==> run_1/class_map.png <==
The bar under the picture is 20 um long.
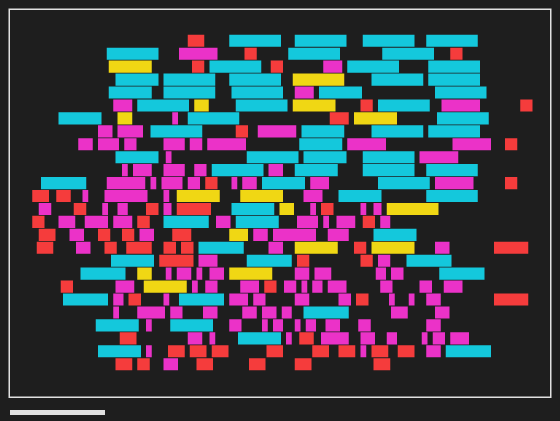
==> run_1/gates.png <==
The bar under the picture is 20 um long.
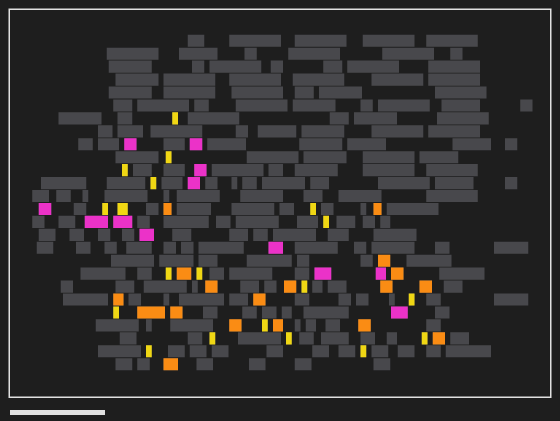
==> run_1/floorplan.png <==
Pins as bars on the die edge. Tap cells in gray.
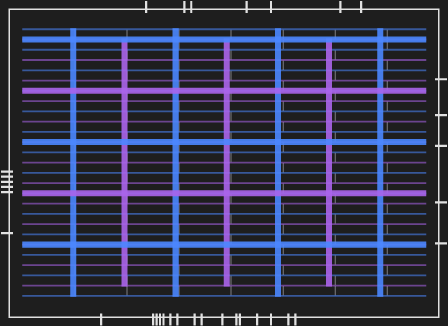
==> run_1/clock_wires.png <==
The bar under the picture is 20 um long.
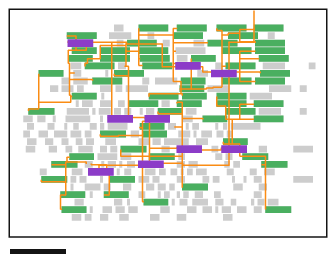
`config.mk`:
```
export PLATFORM = sky130hd
export DESIGN_NAME = spi_slave_core
export DESIGN_NICKNAME = d
export VERILOG_FILES = /design/src/rtl/spi_slave_pkg.sv /design/src/rtl/spi_slave_rx_fifo.sv /design/src/rtl/spi_slave_core.sv
export SDC_FILE = /design/constraint.sdc
export NUM_CORES = 1
export LEC_CHECK = 0
export CELL_PAD_IN_SITES_DETAIL_PLACEMENT = 1
export CELL_PAD_IN_SITES_GLOBAL_PLACEMENT = 2
export CORE_ASPECT_RATIO = 0.7
export CORE_MARGIN = 3
export CORE_UTILIZATION = 35
export DETAILED_ROUTE_END_ITERATION = 10
export PLACE_DENSITY = 0.75
export SYNTH_ARGS = -nofsm -noshare
export SYNTH_HDL_FRONTEND = slang
export SYNTH_SLANG_ARGS = --single-unit
```
`constraint.sdc`:
```
create_clock -name sclk -period 2.1 [get_ports sclk]
set_input_delay 0.42 -clock sclk [delete_from_list [all_inputs] [get_ports sclk]]
set_output_delay 0.42 -clock sclk [all_outputs]
set_load 0.05 [all_outputs]
```
`src/rtl/spi_slave_pkg.sv`:
```
// -----------------------------------------------------------------------------
// spi_slave_pkg
// Shared types and helpers for the SPI slave core:
//   state_e         FSM encoding (IDLE / SHIFT)
//   SPI_DEFAULT_TX  word shifted out on a transmit underrun
//   cnt_w()         width of the in-word bit counter
//   level_w()       width of a FIFO occupancy count (0..depth inclusive)
// -----------------------------------------------------------------------------
package spi_slave_pkg;

    typedef enum logic {
        IDLE  = 1'b0,
        SHIFT = 1'b1
    } state_e;

    localparam int SPI_DEFAULT_TX = 'hFF;

    function automatic int cnt_w(input int w);
        return (w > 1) ? $clog2(w) : 1;
    endfunction

    function automatic int level_w(input int depth);
        return $clog2(depth) + 1;
    endfunction

endpackage

```
`src/rtl/spi_slave_rx_fifo.sv`:
```
// -----------------------------------------------------------------------------
// spi_slave_rx_fifo
// Synchronous FIFO holding received SPI words, clocked by sclk.
// Ports:
//   i_clk        clock (sclk)
//   i_rst_n      asynchronous active-low reset, empties the FIFO
//   i_push       write request, i_push_data is the word
//   i_pop        read request; ignored when empty
//   o_pop_data   head entry
//   o_level      occupancy 0..DEPTH
//   o_full       level == DEPTH
//   o_empty      level == 0
// A push while full is accepted only when a pop happens on the same edge.
// -----------------------------------------------------------------------------
module spi_slave_rx_fifo
    import spi_slave_pkg::*;
#(
    parameter int DATA_WIDTH = 8,
    parameter int DEPTH      = 4
) (
    input  logic                      i_clk,
    input  logic                      i_rst_n,
    input  logic                      i_push,
    input  logic [DATA_WIDTH-1:0]     i_push_data,
    input  logic                      i_pop,
    output logic [DATA_WIDTH-1:0]     o_pop_data,
    output logic [level_w(DEPTH)-1:0] o_level,
    output logic                      o_full,
    output logic                      o_empty
);

    localparam int AW = cnt_w(DEPTH);
    localparam int LW = level_w(DEPTH);

    logic [DATA_WIDTH-1:0] r_mem [DEPTH];
    logic [AW-1:0]         r_wr_ptr;
    logic [AW-1:0]         r_rd_ptr;
    logic [LW-1:0]         r_level;
    logic                  w_pop_ok;
    logic                  w_push_ok;

    assign o_full     = (r_level == LW'(DEPTH));
    assign o_empty    = (r_level == '0);
    assign o_level    = r_level;
    assign o_pop_data = r_mem[r_rd_ptr];

    assign w_pop_ok  = i_pop && !o_empty;
    assign w_push_ok = i_push && (!o_full || w_pop_ok);

    // Storage carries no reset; only pointers and level are control state.
    always_ff @(posedge i_clk) begin
        if (w_push_ok) begin
            r_mem[r_wr_ptr] <= i_push_data;
        end
    end

    // DEPTH is a power of two, so the pointers wrap naturally.
    always_ff @(posedge i_clk or negedge i_rst_n) begin
        if (!i_rst_n) begin
            r_wr_ptr <= '0;
            r_rd_ptr <= '0;
            r_level  <= '0;
        end else begin
            if (w_push_ok) begin
                r_wr_ptr <= r_wr_ptr + 1'b1;
            end
            if (w_pop_ok) begin
                r_rd_ptr <= r_rd_ptr + 1'b1;
            end
            case ({w_push_ok, w_pop_ok})
                2'b10:   r_level <= r_level + 1'b1;
                2'b01:   r_level <= r_level - 1'b1;
                default: r_level <= r_level;
            endcase
        end
    end

endmodule

```
`src/rtl/spi_slave_core.sv`:
```
// -----------------------------------------------------------------------------
// spi_slave_core
// SPI mode-0 slave, MSB first, clocked entirely by sclk (free-running while
// ss_n is high, so transmit preload and RX drain proceed in idle).
// Ports:
//   sclk, reset (async, active-low)     clock / reset
//   ss_n, mosi, miso, miso_oe           SPI bus side
//   tx_data, tx_valid, tx_ready         transmit word from local producer
//   rx_data, rx_valid, rx_ready         received words to local consumer
//   rx_level                            RX FIFO occupancy
//   busy                                FSM in SHIFT
//   overrun, underrun, frame_abort      sticky flags, cleared by clr_flags
//   clr_flags                           clear request (a same-edge set wins)
// The edge that first sees ss_n low only moves IDLE->SHIFT; bit sampling
// starts on the following edge, with the word MSB already on miso.
// -----------------------------------------------------------------------------
module spi_slave_core
    import spi_slave_pkg::*;
#(
    parameter int                    DATA_WIDTH = 8,
    parameter int                    RX_DEPTH   = 4,
    parameter logic [DATA_WIDTH-1:0] DEFAULT_TX = DATA_WIDTH'(SPI_DEFAULT_TX)
) (
    input  logic                         sclk,
    input  logic                         reset,
    input  logic                         ss_n,
    input  logic                         mosi,
    output logic                         miso,
    output logic                         miso_oe,
    input  logic [DATA_WIDTH-1:0]        tx_data,
    input  logic                         tx_valid,
    output logic                         tx_ready,
    output logic [DATA_WIDTH-1:0]        rx_data,
    output logic                         rx_valid,
    input  logic                         rx_ready,
    output logic [level_w(RX_DEPTH)-1:0] rx_level,
    output logic                         busy,
    output logic                         overrun,
    output logic                         underrun,
    output logic                         frame_abort,
    input  logic                         clr_flags
);

    localparam int             CW   = cnt_w(DATA_WIDTH);
    localparam logic [CW-1:0]  LAST = CW'(DATA_WIDTH - 1);

    state_e                r_state,     w_state_nxt;
    logic [CW-1:0]         r_bit_cnt,   w_bit_cnt_nxt;
    logic [DATA_WIDTH-1:0] r_tx_shift,  w_tx_shift_nxt;
    logic                  r_tx_loaded, w_tx_loaded_nxt;
    logic [DATA_WIDTH-1:0] r_rx_shift,  w_rx_shift_nxt;
    logic                  r_miso;
    logic                  r_overrun, r_underrun, r_abort;

    logic                  w_tx_ready;
    logic                  w_push;
    logic [DATA_WIDTH-1:0] w_push_data;
    logic                  w_set_under;
    logic                  w_set_abort;
    logic                  w_set_over;
    logic                  w_pop;
    logic                  w_full;
    logic                  w_empty;

    always_ff @(posedge sclk or negedge reset) begin
        if (!reset) begin
            r_state <= IDLE;
        end else begin
            r_state <= w_state_nxt;
        end
    end

    always_comb begin
        w_state_nxt     = r_state;
        w_bit_cnt_nxt   = r_bit_cnt;
        w_tx_shift_nxt  = r_tx_shift;
        w_tx_loaded_nxt = r_tx_loaded;
        w_rx_shift_nxt  = r_rx_shift;
        w_tx_ready      = 1'b0;
        w_push          = 1'b0;
        w_push_data     = {r_rx_shift[DATA_WIDTH-2:0], mosi};
        w_set_under     = 1'b0;
        w_set_abort     = 1'b0;
        case (r_state)
            IDLE: begin
                if (!r_tx_loaded && tx_valid) begin
                    w_tx_ready      = 1'b1;
                    w_tx_shift_nxt  = tx_data;
                    w_tx_loaded_nxt = 1'b1;
                end else if (!r_tx_loaded && !ss_n) begin
                    // Frame starts with nothing preloaded: first word is the default.
                    w_tx_shift_nxt = DEFAULT_TX;
                    w_set_under    = 1'b1;
                end
                if (!ss_n) begin
                    w_state_nxt   = SHIFT;
                    w_bit_cnt_nxt = '0;
                end
            end
            SHIFT: begin
                if (ss_n) begin
                    w_state_nxt     = IDLE;
                    w_tx_loaded_nxt = 1'b0;
                    w_bit_cnt_nxt   = '0;
                    if (r_bit_cnt != '0) begin
                        w_set_abort    = 1'b1;
                        w_tx_shift_nxt = DEFAULT_TX;
                    end
                end else begin
                    w_rx_shift_nxt = {r_rx_shift[DATA_WIDTH-2:0], mosi};
                    if (r_bit_cnt == LAST) begin
                        w_bit_cnt_nxt = '0;
                        w_push        = 1'b1;
                        if (tx_valid) begin
                            w_tx_ready     = 1'b1;
                            w_tx_shift_nxt = tx_data;
                        end else begin
                            w_tx_shift_nxt = DEFAULT_TX;
                            w_set_under    = 1'b1;
                        end
                    end else begin
                        w_bit_cnt_nxt  = r_bit_cnt + 1'b1;
                        w_tx_shift_nxt = r_tx_shift << 1;
                    end
                end
            end
            default: w_state_nxt = IDLE;
        endcase
    end

    // miso follows the next shift-register MSB so the bit the master samples
    // on edge k is already stable from edge k-1.
    always_ff @(posedge sclk or negedge reset) begin
        if (!reset) begin
            r_bit_cnt   <= '0;
            r_tx_shift  <= DEFAULT_TX;
            r_tx_loaded <= 1'b0;
            r_rx_shift  <= '0;
            r_miso      <= DEFAULT_TX[DATA_WIDTH-1];
        end else begin
            r_bit_cnt   <= w_bit_cnt_nxt;
            r_tx_shift  <= w_tx_shift_nxt;
            r_tx_loaded <= w_tx_loaded_nxt;
            r_rx_shift  <= w_rx_shift_nxt;
            r_miso      <= w_tx_shift_nxt[DATA_WIDTH-1];
        end
    end

    assign w_pop      = rx_valid && rx_ready;
    assign w_set_over = w_push && w_full && !w_pop;

    // Sticky flags: a set on the same edge as a clear takes priority.
    always_ff @(posedge sclk or negedge reset) begin
        if (!reset) begin
            r_overrun  <= 1'b0;
            r_underrun <= 1'b0;
            r_abort    <= 1'b0;
        end else begin
            r_overrun  <= w_set_over  ? 1'b1 : (clr_flags ? 1'b0 : r_overrun);
            r_underrun <= w_set_under ? 1'b1 : (clr_flags ? 1'b0 : r_underrun);
            r_abort    <= w_set_abort ? 1'b1 : (clr_flags ? 1'b0 : r_abort);
        end
    end

    spi_slave_rx_fifo #(
        .DATA_WIDTH (DATA_WIDTH),
        .DEPTH      (RX_DEPTH)
    ) u_rx_fifo (
        .i_clk       (sclk),
        .i_rst_n     (reset),
        .i_push      (w_push),
        .i_push_data (w_push_data),
        .i_pop       (w_pop),
        .o_pop_data  (rx_data),
        .o_level     (rx_level),
        .o_full      (w_full),
        .o_empty     (w_empty)
    );

    // tx_ready is held low during reset even though IDLE would otherwise accept.
    assign tx_ready    = reset && w_tx_ready;
    assign miso        = r_miso;
    assign miso_oe     = (r_state == SHIFT);
    assign busy        = (r_state == SHIFT);
    assign rx_valid    = !w_empty;
    assign overrun     = r_overrun;
    assign underrun    = r_underrun;
    assign frame_abort = r_abort;

endmodule

```
==> flow_summary.ini, run 1 <==
; yosys + openroad results
[worst_setup_path]
cp_slowest_cell = or4b_4
critical_path_class = reg -> reg
crit_path_cell_trace = or4b_4, and3_4, inv_4, ha_4, inv_2, fa_2, xor2_1, nor2_1, xor2_1
critPathMostFrequentCell = xor2_1
crit_fanout = 2
start_kind = register
end_kind = register
slowest_delay_ns = 0.54
crit_family = simple AND/OR/NAND/NOR gates
cp_data_arrival_time_ns = 2.42

[clock_network]
clock-sinks = 62
cts_tree = done
clk_latency_ns = 0.33
cts_hold_buffers = 0
clockBufferDepth = 2
cts_buffers = 9
cts-root-buf = clkbuf_16
cts.clk_slew.worst_paths_ns = 0.06
htree_levels = 3

[global_route]
grt_pass1_wl_um = 10400
grt_start_max_net_pins = 31
antenna_found_initial = 0

[detailed_routing]
met1_length_um = 3150
wl_per_cell_um = 18.4
viasPerCell = 5.05
firstDrtPassIters = 4
met2_length_um = 3020

[pwr]
p_int_mw = 3.16
power_density_nw_per_um2 = 1230
pwr-share-comb_pct = 30.4
p_sw_share_pct = 33.0
switchingPower_mw = 1.56
seqPwrFrac_pct = 35.0
power.share.clock_pct = 34.6

[placement]
dpl.hpwl_um = 4380

[floorplanning]
fp_util_pct = 37.4
pin_count = 34
die_h_um = 81.3

[timing]
worst_slew_pin_slew_ns = 0.521
worst_hold_slack_ns = 0.492
max_freq_mhz = 458
setup_ws_ns = -0.0820
finalHoldViolations = 0
setup_viol = 1
skew_ns = 0.00772

[job]
warnings = 33

[synth]
ys_top_cells_by_count = edfxtp_1, dfrtp_1, inv_1
synthMostInstantiatedCell = edfxtp_1
yosys_warnings = 0
synth.top_cell.area_share_pct = 33.9
yosysSeqAreaShare_pct = 60.8
synthArstFlopShare_pct = 48.4
edf_count = 32
ys_area_um2 = 2830
ys.flop_type = edfxtp_1
synthesis.area_um2 = 2830

[final_layout]
largest-register = u_rx_fifo.r_mem
syn_to_final_growth_pct = 35.0
final_net_count = 273

[status]
violations = setup timing
outcome = finished with violations

[worst_hold_path]
hp-class = reg -> reg
## Picture notes: class_map.png
Key: clock drivers and dummy loads = yellow [cells 16]; remaining buffers and delay cells = red [cells 56]; registers = cyan [cells 62]; remaining logic cells = magenta [cells 120]

## Picture notes: gates.png
Key: aoi and oai cells = orange [cells 18]; inv cells = yellow [cells 19]; and/or cells = magenta [cells 12]
Comb area share: 27.1%
final std cells w/o fill: 352
most common logic cell in the routed design: edfxtp_1

## Picture notes: floorplan.png
Key: VSS = blue; VDD = purple
The core has 26 rows. 98 tap cells. 7 straps on met4. 5 straps on met5. 34 signal pins sit on the boundary.

## Picture notes: clock_wires.png
Key: clock-net drivers = purple [count 9]; clock wires = orange [length 896 um]; flip-flops = green [count 62]
There are 10 routed clock nets.

run 1: cells in the final DEF (no fill, tap or decap), types with 4 or more instances in the layout:
| cell type | n |
|---|---|
| clkdlybuf4s50_1 | 18 |
| and2_2 | 4 |
| nor4b_1 | 14 |
| buf_4 | 29 |
| buf_12 | 4 |
| mux4_2 | 8 |
| dfrtp_1 | 19 |
| inv_1 | 17 |
| clkbuf_16 | 9 |
| edfxtp_1 | 32 |
| dfstp_2 | 8 |
| ha_1 | 6 |
| a211oi_1 | 7 |
| mux2_2 | 14 |
| nand2_1 | 6 |
run 1: worst register-to-register path: stages, from the launching register on:
cell     delay (ns)
dfrtp_2        0.41
or4b_4         0.54
and3_4         0.18
inv_4          0.05
ha_4           0.12
inv_2          0.03
fa_2           0.33
xor2_1         0.15
nor2_1         0.12
xor2_1         0.18
run 1: metal layers:
layer  global-route usage, %  vias to the layer above
li1                        -                      828
met5                       0                        -
met4                    5.04                        0
met3                    4.99                        9
met2                    23.6                       37
met1                    20.6                      903
run 1: final timing paths:
path,from,end,cells after the start
setup / recovery,u_rx_fifo.o_level[1]$_DFFE_PN0P_,u_rx_fifo.o_level[2]$_DFFE_PN0P_,9
hold / removal,r_tx_shift[0]$_DFFE_PN1P_,r_tx_shift[0]$_DFFE_PN1P_,2
setup reg to reg,u_rx_fifo.o_level[1]$_DFFE_PN0P_,u_rx_fifo.o_level[2]$_DFFE_PN0P_,9
hold reg to reg,r_tx_shift[0]$_DFFE_PN1P_,r_tx_shift[0]$_DFFE_PN1P_,2
max in group asynchronous,reset,r_tx_shift[0]$_DFFE_PN1P_,2
min in group asynchronous,reset,underrun$_DFFE_PN0P_,2
run 1: timing repair:
item	CTS	global route
gates resized	8	5
setup buffers	2	0
endpoints found under the setup margin	3	4
pin swaps	5	2
run 1: cell families after synthesis:
group,count (synthesis),share of synthesized area (%)
compound gates,21,5.48
xor+xnor,6,1.86
fa+ha+maj,9,4.24
buf+inv,31,4.59
flops,62,60.8
mux,23,12.5
simple gates,42,10.6
run 1: power groups by stage:
stage | clock (mW) | combinational (mW) | sequential (mW)
6_report | 1.63 | 1.43 | 1.65
5_1_grt | 1.73 | 1.53 | 1.68
4_1_cts | 1.66 | 1.45 | 1.65
3_5_place_dp | 0 | 1.43 | 1.66
3_3_place_gp | 0 | 1.40 | 1.66
2_1_floorplan | 0 | 0.849 | 1.73
run 1: metrics by stage:
step / util (%) / cells / setup TNS [ns] / total power [mW]
after global routing: 50.4 / 352 / -0.169 / 4.93
after global placement: 45.2 / 334 / -9.53 / 3.06
final: 50.4 / 352 / -0.0820 / 4.72
after detailed placement: 45.2 / 334 / -10.04 / 3.09
after CTS: 50.0 / 352 / -0.0994 / 4.76
after floorplan: - / 194 / -0.603 / 2.58
run 1: layout make-up:
type | instances | area, um2
sequential | 62 | 1730
multi-input combinational | 101 | 1040
inverter | 19 | 73.8
timing repair buffer | 56 | 533
clock inverter | 7 | 106
tap | 98 | 123
clock buffer | 9 | 225
fill | 753 | 3760
==> run_1/clock_nets.png <==
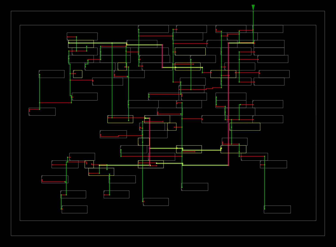

==> inputs of run 2 (changes only) <==
Settings changed: ABC_AREA set to 1, CORE_UTILIZATION 35 to 32, PLACE_DENSITY 0.75 to 0.77, SKIP_LAST_GASP set to 1, SYNTH_HIERARCHICAL set to 1.
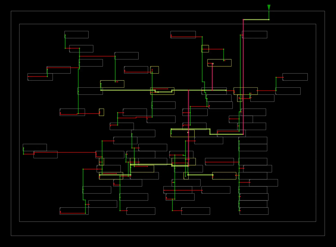
(run_2/clock_nets.png)
FFs & Latches: 62
CLK BUF: 9
clk sinks: 62

==> run 2 against run 1 <==
Effect of this change: wire length up 8.6%; maximum frequency increased by 10%; non-clock buffer count is 7 lower; sequential power down 4%; clock skew is 0.00063 ns higher; largest power group is now combinational cells; cell count up 37%; sequential cell count did not move; largest cell class unchanged; clock power fell by about 20%; core utilization decreased by 5.9 points; the run now ends clean.
==> flow_summary.ini, run 2 <==
; yosys + openroad results
[placement]
place_congestion = 0.797
dpl.hpwl_um = 5210
port_buffers = 33

[worst_setup_path]
slowest_delay_ns = 0.49
end_kind = primary output
cp.required_ns = 1.68
crit_path_cell_trace = clkdlybuf4s50_1, inv_2, nor2_4, nand2_1, a21boi_2, buf_12
critical_path_class = in -> out
crit_path_start = tx_valid
r2r_end = u_rx_fifo/o_level[2]$_DFFE_PN0P_
cp_slowest_cell = clkdlybuf4s50_1
reg2reg_depth = 10
crit_fanout = 3
crit_path_end = tx_ready
cp_data_arrival_time_ns = 1.56
r2r_setup_slack_ns = 0.20
start_kind = input port
r2r_start = r_bit_cnt[0]$_DFFE_PN0P_

[pwr]
fin_total_pwr_mw = 4.98
ir_drop_uv = 637
power_density_nw_per_um2 = 1280
power.leakage_nw = 1.75

[detailed_routing]
drtAntennaViolNets = 0
wl_per_cell_um = 14.6
firstDrtPassIters = 4
viasPerCell = 4.59
vias = 2214
drcViolationCount = 0
drt_iter0_drc = 79
routed_wl_um = 7040

[synth]
aoi_share_pct = 7.54
mux_area_share_pct = 0
topCombFamilyByArea = simple AND/OR/NAND/NOR gates
synthesis.area_um2 = 2970
largest_area_cell = edfxtp_1
synth_cell_type_count = 32
synthMostInstantiatedCell = nand2_1
ys_ff = 62
postSynthCellCount = 306
top_cells_by_area = edfxtp_1, dfrtp_1, nand2_1
synthArstFlopShare_pct = 48.4
ys_area_um2 = 2970
synth_stat.cells = 306
ys.flop_type = edfxtp_1
adder_share_pct = 4.04
yosysSeqAreaShare_pct = 58.0
yosys_warnings = 6
ys_top_cells_by_count = nand2_1, inv_1, edfxtp_1
synth.cellmix.simpleShare_pct = 22.1
edf_count = 32
ys_sh_xor_pct = 0.590
fp_nets = 330
synth.top_cell.area_share_pct = 32.4
syn_area_per_cell_um2 = 9.71

[final_layout]
fillers = 982
lay_top_count = nand2_1
syn_to_final_growth_pct = 31.0
layout-drive-gt1-share_pct = 23.2
largest_reg_flops = 32
final_util_pct = 44.6
largest-register = u_rx_fifo/r_mem
final_net_count = 381
most-common-layout-cells = nand2_1, inv_1, edfxtp_1
diodes = 0
reg_top3 = u_rx_fifo/r_mem (32), r_tx_shift (8), r_rx_shift (7)

[timing]
fin_crit_ns = 1.98
slew_headroom_pct = 63.5
finalHoldViolations = 0
worst_slew_pin_slew_ns = 0.546
setup_viol = 0
period_used_pct = 94.4
maxSlewViolCount = 0
rsz0062_at_grt = no
max_freq_mhz = 504

[clock_network]
cts.clk_slew.worst_paths_ns = 0.05
clockBufferDepth = 2
cts-root-buf = clkbuf_16
cts_buffers = 9
cts_tree = done
htree_levels = 3

[floorplanning]
fp.coreArea_um2 = 8720
die_w_um = 121
fp_util_pct = 34.1
pin_count = 34
die_area_um2 = 10500
die_h_um = 86.6
rows = 28

[job]
warnings = 31
cap_viol_max_count = 0

[worst_hold_path]
hp-class = reg -> reg
hp-start = r_tx_shift[3]$_DFFE_PN1P_

[global_route]
grt_start_max_net_pins = 31
grt-ovfl-total = 0
grt_pass1_wl_um = 12300
antenna_found_initial = 0
grt_usage_pct = 15.1
first_global_vias = 2408

[status]
outcome = completed
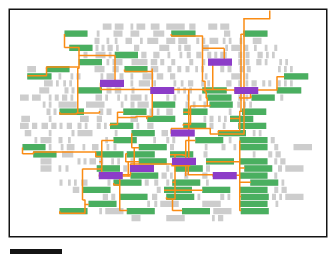
(run_2/clock_wires.png)
The bar under the picture is 20 um long.
Key: clock wires = orange [length 834 um]; flip-flops = green [count 62]; clock-net drivers = purple [count 9]
There are 10 routed clock nets.
final clock skew: 0.00835 ns
clock-net power: 1.30 mW
clk ins delay skew pair: 0.32 ns
clock share of power: 26.1%

## run 2: layer usage
metal	global-route usage (%)	vias to the layer above	wire length [um]
li1	-	1101	-
met1	21.2	1077	3670
met2	23.0	29	3070
met3	4.31	7	220
met4	3.87	0	83
met5	0	-	0
## run 2: worst max-delay path, delay by kind of cell
kind | cells | cell delay, ns
buffers and inverters | 3 | 0.73
and+or+nand+nor | 2 | 0.21
AOI/OAI and AO/OA | 1 | 0.21
## run 2: area by class of cell
cell class	count	area [um2]	share of cell area, %
repair buffers	49	541	13.9
inverters	45	175	4.50
flip-flops and latches	62	1730	44.4
multi-input cells	190	1030	26.5
clock buffers	9	225	5.79
well taps	120	150	3.86
clock inverters	7	41.3	1.06
## run 2: what timing repair did
item                       in CTS  in global routing
resized                         0                  2
hold buffers                    0                  0
setup endpoints to repair       0                  2
buffers inserted                0                  0
## run 2: cell families (layout without fill, tap and decap cells)
group           after synthesis  in the layout
simple gates                140            140
buf+inv                      54            110
fa+ha+maj                     9              9
flops                        62             62
xor+xnor                      2              2
compound gates               39             39
## run 2: through the flow
step | setup TNS, ns | instance area, um2 | hold WS (ns) | cells | setup slack (ns)
after detailed placement | -0.0287 | 3620 | 0.462 | 466 | -0.0234
final | 0 | 3890 | 0.468 | 482 | 0.117
after floorplan | 0 | 2990 | 0.124 | 306 | 0.0150
after CTS | 0 | 3880 | 0.471 | 482 | 0.0183
after global placement | 0 | 3620 | 0.457 | 466 | 0.0171
after global routing | 0 | 3890 | 0.495 | 482 | 0.000278
## run 2: report_power, final
part | internal [mW] | total (mW) | switching [mW]
Sequential | 1.45 | 1.59 | 0.133
Clock | 0.787 | 1.30 | 0.515
Combinational | 0.807 | 2.09 | 1.29
## run 2: how the worst min path moves through the flow
stage	endpoint	slack, ns	cells past startpoint
final	r_tx_shift[3]$_DFFE_PN1P_	0.47	2
after global placement	r_tx_shift[6]$_DFFE_PN1P_	0.46	2
after global routing	r_tx_shift[0]$_DFFE_PN1P_	0.49	2
after CTS	r_tx_shift[3]$_DFFE_PN1P_	0.47	2
after detailed placement	r_tx_shift[3]$_DFFE_PN1P_	0.46	2
after floorplan	busy$_DFF_PN0_	0.12	0
==> inputs of run 3 (changes only) <==
Settings changed: CORE_MARGIN 3 to 5.
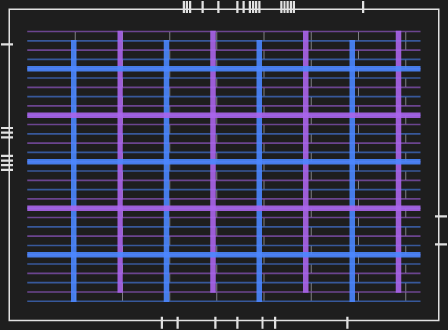
(run_3/floorplan.png)
Pins as bars on the die edge. Tap cells in gray.
Key: VDD = purple; VSS = blue
34 signal pins sit on the boundary. 5 straps on met5. 8 straps on met4. 124 tap cells.
die y size: 90.6 um
peak supply drop: 789 uV
Die W: 125 um
Core Region: 9070 um2

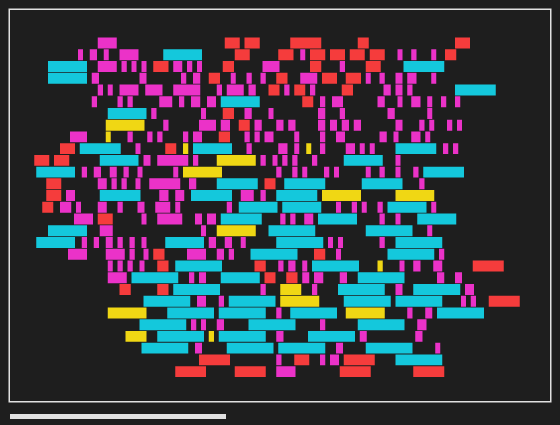
(run_3/class_map.png)
The bar under the picture is 50 um long.
Key: remaining buffers and delay cells = red [cells 53]; remaining logic cells = magenta [cells 235]; clock drivers and dummy loads = yellow [cells 16]; registers = cyan [cells 62]
Design Area, Final: 3940 um2
flop share of the area: 43.9%
Row Count: 29
final core occ: 43.4%

==> run 3 against run 2 <==
Effect of this change: sequential power about the same; die size is 8.1% higher; clock power grew 3%; register-to-register slack is essentially flat; critical path depth fell by 1; worst hold slack worse by 0.0014 ns; via count increased by 2.8%; core utilization is 1.2 points lower; largest power group unchanged.
==> flow_summary.ini, run 3 <==
; yosys + openroad results
[timing]
maxSlewViolCount = 0
rsz0062_at_grt = no
max_freq_mhz = 500
tns_ns = 0
fin_crit_ns = 2.00
setup_viol = 0
slew_headroom_pct = 65.6
skew_ns = 0.00476
worst_slew_pin_slew_ns = 0.515

[detailed_routing]
drtAntennaViolNets = 0
routed_wl_um = 7380
viasPerCell = 4.64
drt_iter0_drc = 99
drcViolationCount = 0
vias = 2276
wl_per_cell_um = 15.1

[floorplanning]
pin_count = 34
die_area_um2 = 11300
fp_util_pct = 32.7

[pwr]
fin_total_pwr_mw = 5.12
power_density_nw_per_um2 = 1300
power.leakage_nw = 1.76

[clock_network]
clockBufferDepth = 2
cts_buffers = 9
cts_tree = done
clock-sinks = 62
cts.clk_slew.worst_paths_ns = 0.05
cts_hold_buffers = 0
htree_levels = 3
clk_latency_ns = 0.32
cts-root-buf = clkbuf_16

[synth]
fp_nets = 330
synthesis.area_um2 = 2970
ys_area_um2 = 2970
ys_sh_xor_pct = 0.590
postSynthCellCount = 306
edf_count = 32
yosys_warnings = 6
ys_top_cells_by_count = nand2_1, inv_1, edfxtp_1
synth.top_cell.area_share_pct = 32.4
synth_stat.cells = 306
topCombFamilyByArea = simple AND/OR/NAND/NOR gates
adder_share_pct = 4.04
synthMostInstantiatedCell = nand2_1
yosysSeqAreaShare_pct = 58.0
syn_area_per_cell_um2 = 9.71
synth_cell_type_count = 32
mux_area_share_pct = 0
largest_area_cell = edfxtp_1
synth.cellmix.simpleShare_pct = 22.1
synthArstFlopShare_pct = 48.4
aoi_share_pct = 7.54
ys_ff = 62
top_cells_by_area = edfxtp_1, dfrtp_1, nand2_1
ys.flop_type = edfxtp_1

[job]
warnings = 32
cap_viol_max_count = 0

[worst_setup_path]
cp_slowest_cell = dfrtp_1
end_kind = primary output
critical_path_class = reg -> out
cp_data_arrival_time_ns = 1.58
crit_path_cell_trace = ha_1, ha_1, nand3_1, a21boi_2, buf_12
critPathMostFrequentCell = ha_1
crit_fanout = 3
start_kind = register
slowest_delay_ns = 0.38
cp.required_ns = 1.68

[final_layout]
reg_top3 = u_rx_fifo/r_mem (32), r_tx_shift (8), r_rx_shift (7)
diodes = 0
layout-drive-gt1-share_pct = 24.3
final_net_count = 385
most-common-layout-cells = nand2_1, inv_1, edfxtp_1
syn_to_final_growth_pct = 32.5
lay_top_count = nand2_1
largest-register = u_rx_fifo/r_mem
fillers = 1045

[placement]
placed_cell_area_um2 = 3630
dpl.hpwl_um = 5340
port_buffers = 33
place_congestion = 0.791

[global_route]
grt_start_max_net_pins = 31
antenna_found_initial = 0
grt-ovfl-total = 0
first_global_vias = 2409
grt_usage_pct = 13.5
grt_pass1_wl_um = 12200

[status]
outcome = completed

[worst_hold_path]
hp-class = reg -> reg
## run 3: cell counts after synthesis
Identical to the previous run, type by type.
## run 3: timing repair
| item | CTS | global route |
|---|---|---|
| setup endpoints to repair | 8 | 6 |
| resized | 2 | 3 |
| setup buffers | 0 | 3 |
## run 3: kinds of logic (layout without fill, tap and decap cells)
group / after synthesis / in the layout
buffers and inverters: 54 / 114
xor gates and xnor gates: 2 / 2
DFF: 62 / 62
adders and majority gates: 9 / 9
AOI/OAI and AO/OA: 39 / 39
and+or+nand+nor: 140 / 140
## run 3: tightest hold or removal path: stages, from the launching register on
cell     delay (ns)
dfstp_2        0.36
nand2_1        0.06
nand2_1        0.05
## run 3: cell type report
class,instances,area [um2],share of cell area (%)
sequential,62,1730,43.9
multi-input combinational,190,1040,26.5
inverter,45,178,4.51
tap,124,155,3.94
clock buffer,13,260,6.61
clock inverter,3,11.3,0.286
timing repair buffer,53,561,14.2
## run 3: metrics by stage
stage	setup WS [ns]	hold WS (ns)	std cells
floorplan	0.0150	0.124	306
global placement	0.0282	0.457	471
CTS	-0.0153	0.468	487
finish	0.101	0.467	490
global route	0.00959	0.487	490
detailed placement	-0.000502	0.459	471
## run 3: path summary, 6_finish.rpt
| path | depth (start not counted) | end | startpoint | slack (ns) |
|---|---|---|---|---|
| max in group asynchronous | 2 | r_tx_shift[5]$_DFFE_PN1P_ | reset | 1.19 |
| min reg2reg | 2 | r_tx_shift[6]$_DFFE_PN1P_ | r_tx_shift[6]$_DFFE_PN1P_ | 0.47 |
| min in group asynchronous | 2 | r_rx_shift[2]$_DFFE_PN0P_ | reset | 0.58 |
| min | 2 | r_tx_shift[6]$_DFFE_PN1P_ | r_tx_shift[6]$_DFFE_PN1P_ | 0.47 |
| max reg2reg | 10 | u_rx_fifo/o_level[2]$_DFFE_PN0P_ | r_bit_cnt[0]$_DFFE_PN0P_ | 0.19 |
| max | 5 | tx_ready | r_bit_cnt[0]$_DFFE_PN0P_ | 0.10 |
## run 3: routing by layer
metal,wire length (um),global-route usage [%],vias up
met1,3820,19.4,1115
li1,-,-,1111
met4,78,5.05,0
met2,3220,19.4,37
met3,259,3.72,13
met5,0,0,-
## run 3: power breakdown
part,leakage (nW),switching [mW],internal [mW],total (mW)
registers,0.645,0.158,1.46,1.61
clock network,0.132,0.492,0.850,1.34
logic,0.980,1.31,0.858,2.17
total,1.76,1.96,3.17,5.12
Power is estimated from default activity; no workload was simulated.
